**config.mk**
```make
export PLATFORM = sky130hd
export DESIGN_NAME = instr_fetch_unit
export DESIGN_NICKNAME = d
export VERILOG_FILES = /design/src/rtl/fetch_pkg.sv /design/src/rtl/fetch_return_stack.sv /design/src/rtl/instr_fetch_unit.sv
export SDC_FILE = /design/constraint.sdc
export NUM_CORES = 1
export LEC_CHECK = 0
export CORE_MARGIN = 5
export CORE_UTILIZATION = 50
export CTS_BUF_LIST = sky130_fd_sc_hd__clkbuf_8
export DETAILED_ROUTE_END_ITERATION = 10
export GPL_ROUTABILITY_DRIVEN = 1
export GPL_TIMING_DRIVEN = 1
export PLACE_DENSITY = 0.72
export REMOVE_ABC_BUFFERS = 1
export SLEW_MARGIN = 20
export SYNTH_ARGS = -nofsm -noshare
export SYNTH_HDL_FRONTEND = slang
export SYNTH_SLANG_ARGS = --single-unit
export TNS_END_PERCENT = 1
```
**constraint.sdc**
```tcl
create_clock -name clk -period 5.18 [get_ports clk]
set_input_delay 0.518 -clock clk [delete_from_list [all_inputs] [get_ports clk]]
set_output_delay 0.518 -clock clk [all_outputs]
set_load 0.1 [all_outputs]
```
**src/rtl/fetch_pkg.sv**
```systemverilog
// rtl/fetch_pkg.sv - opcode constants, field positions and default widths for the fetch unit
package fetch_pkg;

  localparam int RAM_WIDTH_DEF = 22;
  localparam int ADDR_SIZE_DEF = 11;
  localparam int RAS_DEPTH_DEF = 4;

  localparam int OP_MSB  = 21;
  localparam int SUB_LSB = 14;
  localparam int TGT_MSB = 17;
  localparam int TGT_LSB = 8;

  localparam logic [3:0] OP_JMP  = 4'b1000;
  localparam logic [3:0] OP_BSR  = 4'b0111;
  localparam logic [7:0] SUB_RTS = 8'b00000110;

  typedef enum logic [1:0] {
    KIND_OTHER,
    KIND_JMP,
    KIND_BSR,
    KIND_RTS
  } word_kind_e;

  // hdr is the top byte of the instruction word, w[21:14]
  function automatic word_kind_e classify(input logic [7:0] hdr);
    if (hdr[7:4] == OP_JMP) return KIND_JMP;
    if (hdr[7:4] == OP_BSR) return KIND_BSR;
    if (hdr == SUB_RTS) return KIND_RTS;
    return KIND_OTHER;
  endfunction

endpackage

```
**src/rtl/fetch_return_stack.sv**
```systemverilog
// rtl/fetch_return_stack.sv - return-address stack; FETCH_STACK_CHECK_EN selects guarded overflow/underflow
module return_stack
  import fetch_pkg::*;
#(
  parameter int DEPTH        = RAS_DEPTH_DEF,
  parameter int AW           = ADDR_SIZE_DEF,
  parameter int RESET_VECTOR = 0
) (
  input  logic          clk,
  input  logic          rst_n,
  input  logic          push_i,
  input  logic [AW-1:0] push_data_i,
  input  logic          pop_i,
  output logic [AW-1:0] pop_data_o,
  output logic          err_o
);

  localparam int PW = (DEPTH > 1) ? $clog2(DEPTH) : 1;
  localparam logic [PW:0] CNT_FULL = (PW+1)'(DEPTH);

  logic [AW-1:0] mem_q [DEPTH];
  logic [PW-1:0] sp_q, sp_d, top_idx;
  logic [PW:0]   cnt_q, cnt_d;
  logic          full, empty, do_push, do_pop;

  assign full    = (cnt_q == CNT_FULL);
  assign empty   = (cnt_q == '0);
  assign top_idx = sp_q - PW'(1);

`ifdef FETCH_STACK_CHECK_EN
  logic err_q, err_d;

  assign do_push    = push_i && !full;
  assign do_pop     = pop_i && !empty;
  assign pop_data_o = empty ? AW'(RESET_VECTOR) : mem_q[top_idx];
  assign err_d      = err_q | (push_i && full) | (pop_i && empty);
  assign err_o      = err_q;

  always_ff @(posedge clk or negedge rst_n) begin
    if (!rst_n) err_q <= 1'b0;
    else        err_q <= err_d;
  end
`else
  // Circular buffer: overflow overwrites the oldest entry, underflow reads whatever is there
  assign do_push    = push_i;
  assign do_pop     = pop_i;
  assign pop_data_o = mem_q[top_idx];
  assign err_o      = 1'b0;
`endif

  always_comb begin
    sp_d  = sp_q;
    cnt_d = cnt_q;
    if (do_push) begin
      sp_d = sp_q + PW'(1);
      if (!full) cnt_d = cnt_q + (PW+1)'(1);
    end else if (do_pop) begin
      sp_d = top_idx;
      if (!empty) cnt_d = cnt_q - (PW+1)'(1);
    end
  end

  always_ff @(posedge clk or negedge rst_n) begin
    if (!rst_n) begin
      sp_q  <= '0;
      cnt_q <= '0;
      for (int i = 0; i < DEPTH; i++) mem_q[i] <= '0;
    end else begin
      sp_q  <= sp_d;
      cnt_q <= cnt_d;
      if (do_push) mem_q[sp_q] <= push_data_i;
    end
  end

endmodule

```
**src/rtl/instr_fetch_unit.sv**
```systemverilog
// rtl/instr_fetch_unit.sv - PC owner and program-RAM read master; resolves JMP/BSR/RTS, forwards the rest
// Return-stack checking is selected by FETCH_STACK_CHECK_EN inside return_stack.
module instr_fetch_unit
  import fetch_pkg::*;
#(
  parameter int RAM_WIDTH    = RAM_WIDTH_DEF,
  parameter int ADDR_SIZE    = ADDR_SIZE_DEF,
  parameter int RAS_DEPTH    = RAS_DEPTH_DEF,
  parameter int RESET_VECTOR = 0
) (
  input  logic                 clk,
  input  logic                 rst_n,
  output logic                 mem_rd_enb,
  output logic [ADDR_SIZE-1:0] mem_addr,
  input  logic [RAM_WIDTH-1:0] mem_data,
  output logic [RAM_WIDTH-1:0] instr_out,
  output logic [ADDR_SIZE-1:0] instr_pc,
  output logic                 instr_valid,
  input  logic                 instr_ready,
  output logic                 stack_err
);

  localparam logic [ADDR_SIZE-1:0] RV = ADDR_SIZE'(RESET_VECTOR);

  logic [ADDR_SIZE-1:0] pc_q, pc_d, tag_q, tag_d;
  logic                 inflight_q, inflight_d, squash_q, squash_d;
  logic                 out_valid_q, out_valid_d;
  logic [RAM_WIDTH-1:0] out_instr_q, out_instr_d;
  logic [ADDR_SIZE-1:0] out_pc_q, out_pc_d;
  logic                 skid_valid_q, skid_valid_d;
  logic [RAM_WIDTH-1:0] skid_instr_q, skid_instr_d;
  logic [ADDR_SIZE-1:0] skid_pc_q, skid_pc_d;

  logic                 stalled, issue, ret, redirect, deliver, push, pop;
  word_kind_e           kind;
  logic [ADDR_SIZE-1:0] tgt_abs, tgt_rel, ret_addr, pop_addr;

  assign stalled  = out_valid_q && !instr_ready;
  assign issue    = !stalled && !skid_valid_q;
  assign ret      = inflight_q && !squash_q;
  assign kind     = classify(mem_data[OP_MSB:SUB_LSB]);
  assign tgt_abs  = ADDR_SIZE'(mem_data[TGT_MSB:TGT_LSB]);
  assign tgt_rel  = tag_q + tgt_abs;
  assign ret_addr = tag_q + ADDR_SIZE'(1);

  always_comb begin
    pc_d         = issue ? pc_q + ADDR_SIZE'(1) : pc_q;
    tag_d        = issue ? pc_q : tag_q;
    inflight_d   = issue;
    redirect     = 1'b0;
    push         = 1'b0;
    pop          = 1'b0;
    out_valid_d  = out_valid_q;
    out_instr_d  = out_instr_q;
    out_pc_d     = out_pc_q;
    skid_valid_d = skid_valid_q;
    skid_instr_d = skid_instr_q;
    skid_pc_d    = skid_pc_q;

    if (ret) begin
      case (kind)
        KIND_JMP: begin
          pc_d     = tgt_abs;
          redirect = 1'b1;
        end
        KIND_BSR: begin
          push     = 1'b1;
          pc_d     = tgt_rel;
          redirect = 1'b1;
        end
        KIND_RTS: begin
          pop      = 1'b1;
          pc_d     = pop_addr;
          redirect = 1'b1;
        end
        default: ;
      endcase
    end

    // Only a word actually issued alongside the redirect is on the wrong path
    squash_d = redirect && issue;
    deliver  = ret && (kind == KIND_OTHER);

    if (!stalled) begin
      if (skid_valid_q) begin
        out_valid_d  = 1'b1;
        out_instr_d  = skid_instr_q;
        out_pc_d     = skid_pc_q;
        skid_valid_d = 1'b0;
      end else begin
        out_valid_d = deliver;
        if (deliver) begin
          out_instr_d = mem_data;
          out_pc_d    = tag_q;
        end
      end
    end else if (deliver) begin
      skid_valid_d = 1'b1;
      skid_instr_d = mem_data;
      skid_pc_d    = tag_q;
    end
  end

  always_ff @(posedge clk or negedge rst_n) begin
    if (!rst_n) begin
      pc_q         <= RV;
      tag_q        <= '0;
      inflight_q   <= 1'b0;
      squash_q     <= 1'b0;
      out_valid_q  <= 1'b0;
      out_instr_q  <= '0;
      out_pc_q     <= '0;
      skid_valid_q <= 1'b0;
      skid_instr_q <= '0;
      skid_pc_q    <= '0;
    end else begin
      pc_q         <= pc_d;
      tag_q        <= tag_d;
      inflight_q   <= inflight_d;
      squash_q     <= squash_d;
      out_valid_q  <= out_valid_d;
      out_instr_q  <= out_instr_d;
      out_pc_q     <= out_pc_d;
      skid_valid_q <= skid_valid_d;
      skid_instr_q <= skid_instr_d;
      skid_pc_q    <= skid_pc_d;
    end
  end

  return_stack #(
    .DEPTH       (RAS_DEPTH),
    .AW          (ADDR_SIZE),
    .RESET_VECTOR(RESET_VECTOR)
  ) u_ras (
    .clk        (clk),
    .rst_n      (rst_n),
    .push_i     (push),
    .push_data_i(ret_addr),
    .pop_i      (pop),
    .pop_data_o (pop_addr),
    .err_o      (stack_err)
  );

  // Strobe held low while reset is asserted so the RAM sees no read during reset
  assign mem_rd_enb  = issue && rst_n;
  assign mem_addr    = pc_q;
  assign instr_out   = out_instr_q;
  assign instr_pc    = out_pc_q;
  assign instr_valid = out_valid_q;

endmodule

```
==> metrics.log, run 1 <==
[report] extracting results
INFO  metric yosys.area_share.xor_xnor = 0.0301
INFO  metric capture_point_of_the_worst_reg_to_reg_path = mem_addr[10]$_DFF_PN0_
INFO  metric crit_chain = clkdlybuf4s50_1 -> nor2b_2 -> buf_4 -> nor2_2 -> and2_1 -> clkdlybuf4s50_1
INFO  metric post_synth_mux_area_share = 0.176
INFO  metric crit_fanout = 42
INFO  metric syn-cell-area = 0.00699 mm2
INFO  metric postSynth.asyncResetShare = 1.00
INFO  metric synth_cell_types = 59
INFO  metric synth-compound-area-share = 0.145
INFO  metric grt_max_degree = 75
INFO  metric grt_pass1_vias = 4957
INFO  metric chipArea = 0.0164 mm2
INFO  metric yosys-stat-cells = 599
INFO  metric fin_worst_skew = 0.0143 ns
INFO  metric share_of_the_core_filled_with_cells_in_the_final_layout = 0.595
INFO  metric yosysSeqAreaShare = 0.494
INFO  metric maxCapViolCount = 0
INFO  metric drt-pass1-iter-count = 5
INFO  metric die_boundary_width = 128 um
INFO  metric mostFrequentLayoutCell = sky130_fd_sc_hd__dfrtp_1
INFO  metric hpwl = 10900 um
INFO  metric edf_count = 0
INFO  metric outcome = complete, no violations
INFO  metric grt_pass1_wl = 26400 um
INFO  metric synth_cells = 599
INFO  metric area_delta_synth_final = 17.2%
INFO  metric antenna_violations_before_repair = 0
INFO  metric synth_largest_type_area_fraction = 0.494
INFO  metric hold_path_class = input port to asynchronous set/reset pin
INFO  metric critPathTopFamily = buffers and inverters
INFO  metric rsz0062_at_grt = no
INFO  metric path_class = input port to output port
INFO  metric synth_area_per_cell = 11.7 um2
INFO  metric postCtsResizedCells = 0
INFO  metric final-comb-area = 0.00332 mm2
INFO  metric top_logic_cell_family_in_the_synthesized_netlist = multiplexers
INFO  metric layout_cell_share_with_drive_strength_beyond_1 = 0.183
INFO  metric cp_data_arrival_time = 2.82 ns
INFO  metric setup-tns-final = 0 ns
INFO  metric via_per_inst = 5.81
INFO  metric filler_cell_count = 1154
INFO  metric timing.reg2reg.setup_slack = 2.13 ns
INFO  metric placeableCoreArea = 0.0138 mm2
INFO  metric first_iter_violations = 298
INFO  metric post_drt_antenna_nets = 0
INFO  metric cts.path.max_buffers = 2
INFO  metric tightest_slew = 0.991 ns
INFO  metric critical-path-top-cell-by-count = sky130_fd_sc_hd__clkdlybuf4s50_1
INFO  metric critical_path.endpoint_type = output port
INFO  metric final_period_minus_worst_setup_slack = 3.34 ns
INFO  metric maxSlewViolCount = 0
INFO  metric wl_per_cell = 19.1 um
INFO  metric yosys_register_bits = 138
INFO  metric worst_hold_margin = 0.0579 ns
INFO  metric post_cts_buffers = 0
INFO  metric netlist.top_cell.by_instances = sky130_fd_sc_hd__dfrtp_1
INFO  metric number_of_cell_instances_on_the_worst_register_to_register_path = 7
INFO  metric ff_latch_area = 0.00345 mm2
INFO  metric synthFlopType = sky130_fd_sc_hd__dfrtp_1
INFO  metric cts_sinks = 138
-- run 1: area by class of cell --
cell class / count / area share
Tap cell: 180 / 0.0275
Clock buffer: 20 / 0.0336
Multi-Input combinational cell: 422 / 0.406
Sequential cell: 138 / 0.422
Inverter: 5 / 0.00229
Clock inverter: 12 / 0.0179
Timing Repair Buffer: 76 / 0.0912
-- run 1: stage by stage --
stage | setup WS, ns | instance area [um2] | cells
6_report | 1.84 | 8190 | 853
4_1_cts | 1.86 | 8190 | 853
2_1_floorplan | 1.50 | 6790 | 565
5_1_grt | 1.79 | 8190 | 853
3_3_place_gp | 1.80 | 7770 | 821
3_5_place_dp | 1.70 | 7770 | 821
-- run 1: worst max path at each step --
| stage | from | depth (start not counted) | end | slack, ns |
|---|---|---|---|---|
| 6_report | instr_ready | 6 | mem_rd_enb | 1.84 |
| 3_5_place_dp | mem_data[21] | 7 | skid_pc_q[6]$_DFFE_PN0P_ | 1.70 |
| 4_1_cts | instr_ready | 6 | mem_rd_enb | 1.86 |
| 2_1_floorplan | instr_valid$_DFFE_PN0N_ | 3 | mem_rd_enb | 1.50 |
| 5_1_grt | instr_ready | 6 | mem_rd_enb | 1.79 |
| 3_3_place_gp | mem_data[21] | 7 | skid_pc_q[6]$_DFFE_PN0P_ | 1.80 |
-- run 1: metal layers --
metal	GRT usage	up-vias	wire, um
met5	0	-	0
met4	0.0849	0	398
met3	0.0446	33	798
met2	0.316	129	7620
met1	0.283	2489	7500
li1	-	2305	-
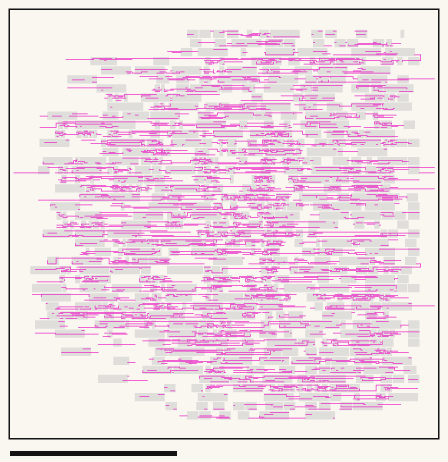
(run_1/m1.png)
Bar = 50 um.
645 nets have wire on it. The longest straight run is 44.6 um.

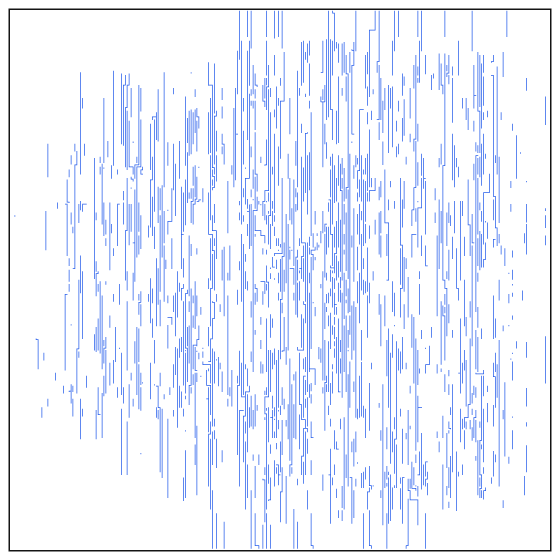
(run_1/m2.png)
The wires run mostly vertical. The layer carries 7620 um of wire. The layer holds 47% of the routed length.
vias post-DR: 4956
Post-Route WL: 16300 um
routing usage on met2: 0.316

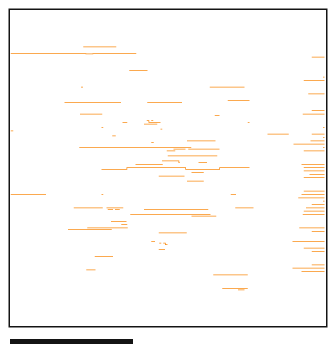
(run_1/m3.png)
Bar = 50 um.
The layer carries 798 um of wire. 70 nets have wire on it.

==> run_1/m4.png <==
Bar = 50 um.
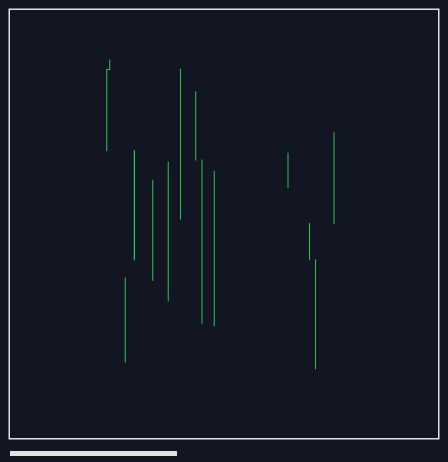

==> run 2, diff against run 1 <==
==> constraint.sdc (replaced) <==
create_clock -name clk -period 3.5 [get_ports clk]
set_input_delay 0.35 -clock clk [delete_from_list [all_inputs] [get_ports clk]]
set_output_delay 0.35 -clock clk [all_outputs]
set_load 0.1 [all_outputs]
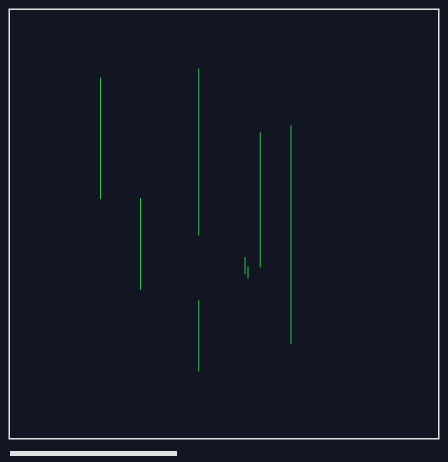
(run_2/m4.png)
Bar = 50 um.
The layer holds 1.6% of the routed length. The longest straight run is 65.3 um. 6 nets have wire on it. The wires run mostly vertical.

==> run 2 against run 1 <==
  * Register-to-register slack worse by 1.2 ns
  * Global-route usage down 0.11 points
  * Largest cell class unchanged
==> metrics.log, run 2 <==
[report] extracting results
INFO  metric hpwl = 11000 um
INFO  metric mostFrequentLayoutCell = sky130_fd_sc_hd__dfrtp_1
INFO  metric via_per_inst = 5.81
INFO  metric yosys_register_bits = 138
INFO  metric grt_pass1_vias = 4953
INFO  metric worst_hold_margin = 0.302 ns
INFO  metric maxCapViolCount = 0
INFO  metric synthFlopType = sky130_fd_sc_hd__dfrtp_1
INFO  metric fin_worst_skew = 0.0131 ns
INFO  metric yosysSeqAreaShare = 0.494
INFO  metric netlist.top_cell.by_instances = sky130_fd_sc_hd__dfrtp_1
INFO  metric number_of_non_filler_instances_in_the_completed_layout = 859
INFO  metric grt_max_degree = 61
INFO  metric antenna_violations_before_repair = 0
INFO  metric synth_cells = 599
INFO  metric worstSetupStartpoint = tag_q[0]$_DFFE_PN0P_
INFO  metric critical_path.endpoint_type = register
INFO  metric grt_pass1_wl = 26300 um
INFO  metric syn-cell-area = 0.00699 mm2
INFO  metric setup-tns-final = 0 ns
INFO  metric postSynth.asyncResetShare = 1.00
INFO  metric placement.setup.worst_slack = 0.686 ns
INFO  metric placeableCoreArea = 0.0138 mm2
INFO  metric cts.path.max_buffers = 2
INFO  metric edf_count = 0
INFO  metric yosys-stat-cells = 599
INFO  metric cp_data_arrival_time = 2.84 ns
INFO  metric drt-pass1-iter-count = 5
INFO  metric wl_per_cell = 18.6 um
INFO  metric synth_largest_type_area_fraction = 0.494
INFO  metric cts_sinks = 138
INFO  metric timing.reg2reg.setup_slack = 0.97 ns
INFO  metric synth_area_per_cell = 11.7 um2
INFO  metric synth_cell_types = 59
INFO  metric outcome = complete, no violations
INFO  metric number_of_cell_instances_on_the_worst_register_to_register_path = 7
INFO  metric fin_ws = 0.966 ns
INFO  metric path_class = register to register
INFO  metric share_of_the_core_filled_with_cells_in_the_final_layout = 0.600
INFO  metric crit_fanout = 12
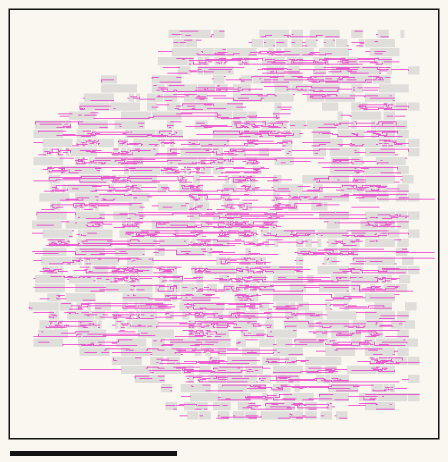
(run_2/m1.png)
Bar = 50 um.
The longest straight run is 41.4 um. The wires run mostly horizontal. The layer carries 7320 um of wire.
vias post-DR: 4987
Post-Route WL: 16000 um
met1 usage: 0.286

run 2: cell counts after synthesis:
No cell type changed its count.
run 2: area by class of cell:
type                            instances  area [um2]  area share
Clock buffer                           21         289      0.0350
Clock inverter                         11         144      0.0174
Inverter                                5        18.8     0.00227
Multi-Input combinational cell        422        3320       0.402
Sequential cell                       138        3450       0.418
Tap cell                              180         225      0.0273
Timing Repair Buffer                   82         805      0.0974
run 2: cell families (layout without fill, tap and decap cells):
group,count (synthesis),count (layout),share of synthesized area
AND/OR/NAND/NOR,122,122,0.0917
AND-OR/OR-AND,166,166,0.145
flip-flops,138,138,0.494
adder cells (fa/ha/maj),17,17,0.0315
XOR/XNOR,24,24,0.0301
other,1,1,0.000537
multiplexers,92,92,0.176
buffers and inverters,39,119,0.0308
run 2: critical path, cell delays in order, from the launching register on:
cell	delay (ns)
sky130_fd_sc_hd__dfrtp_1	0.52
sky130_fd_sc_hd__ha_1	0.28
sky130_fd_sc_hd__fa_1	0.42
sky130_fd_sc_hd__a211oi_1	0.32
sky130_fd_sc_hd__o21ai_0	0.28
sky130_fd_sc_hd__a31oi_1	0.27
sky130_fd_sc_hd__xor2_1	0.19
sky130_fd_sc_hd__o221ai_1	0.13
run 2: what timing repair did:
item,4_1_cts,5_1_grt
gates resized,0,0
hold buffers,1,0
endpoints found under the hold margin,18,0
run 2: routing by layer:
layer | track usage | wire (um)
met5 | 0 | 0
met4 | 0.0693 | 247
met3 | 0.0438 | 868
met2 | 0.317 | 7560
met1 | 0.286 | 7320
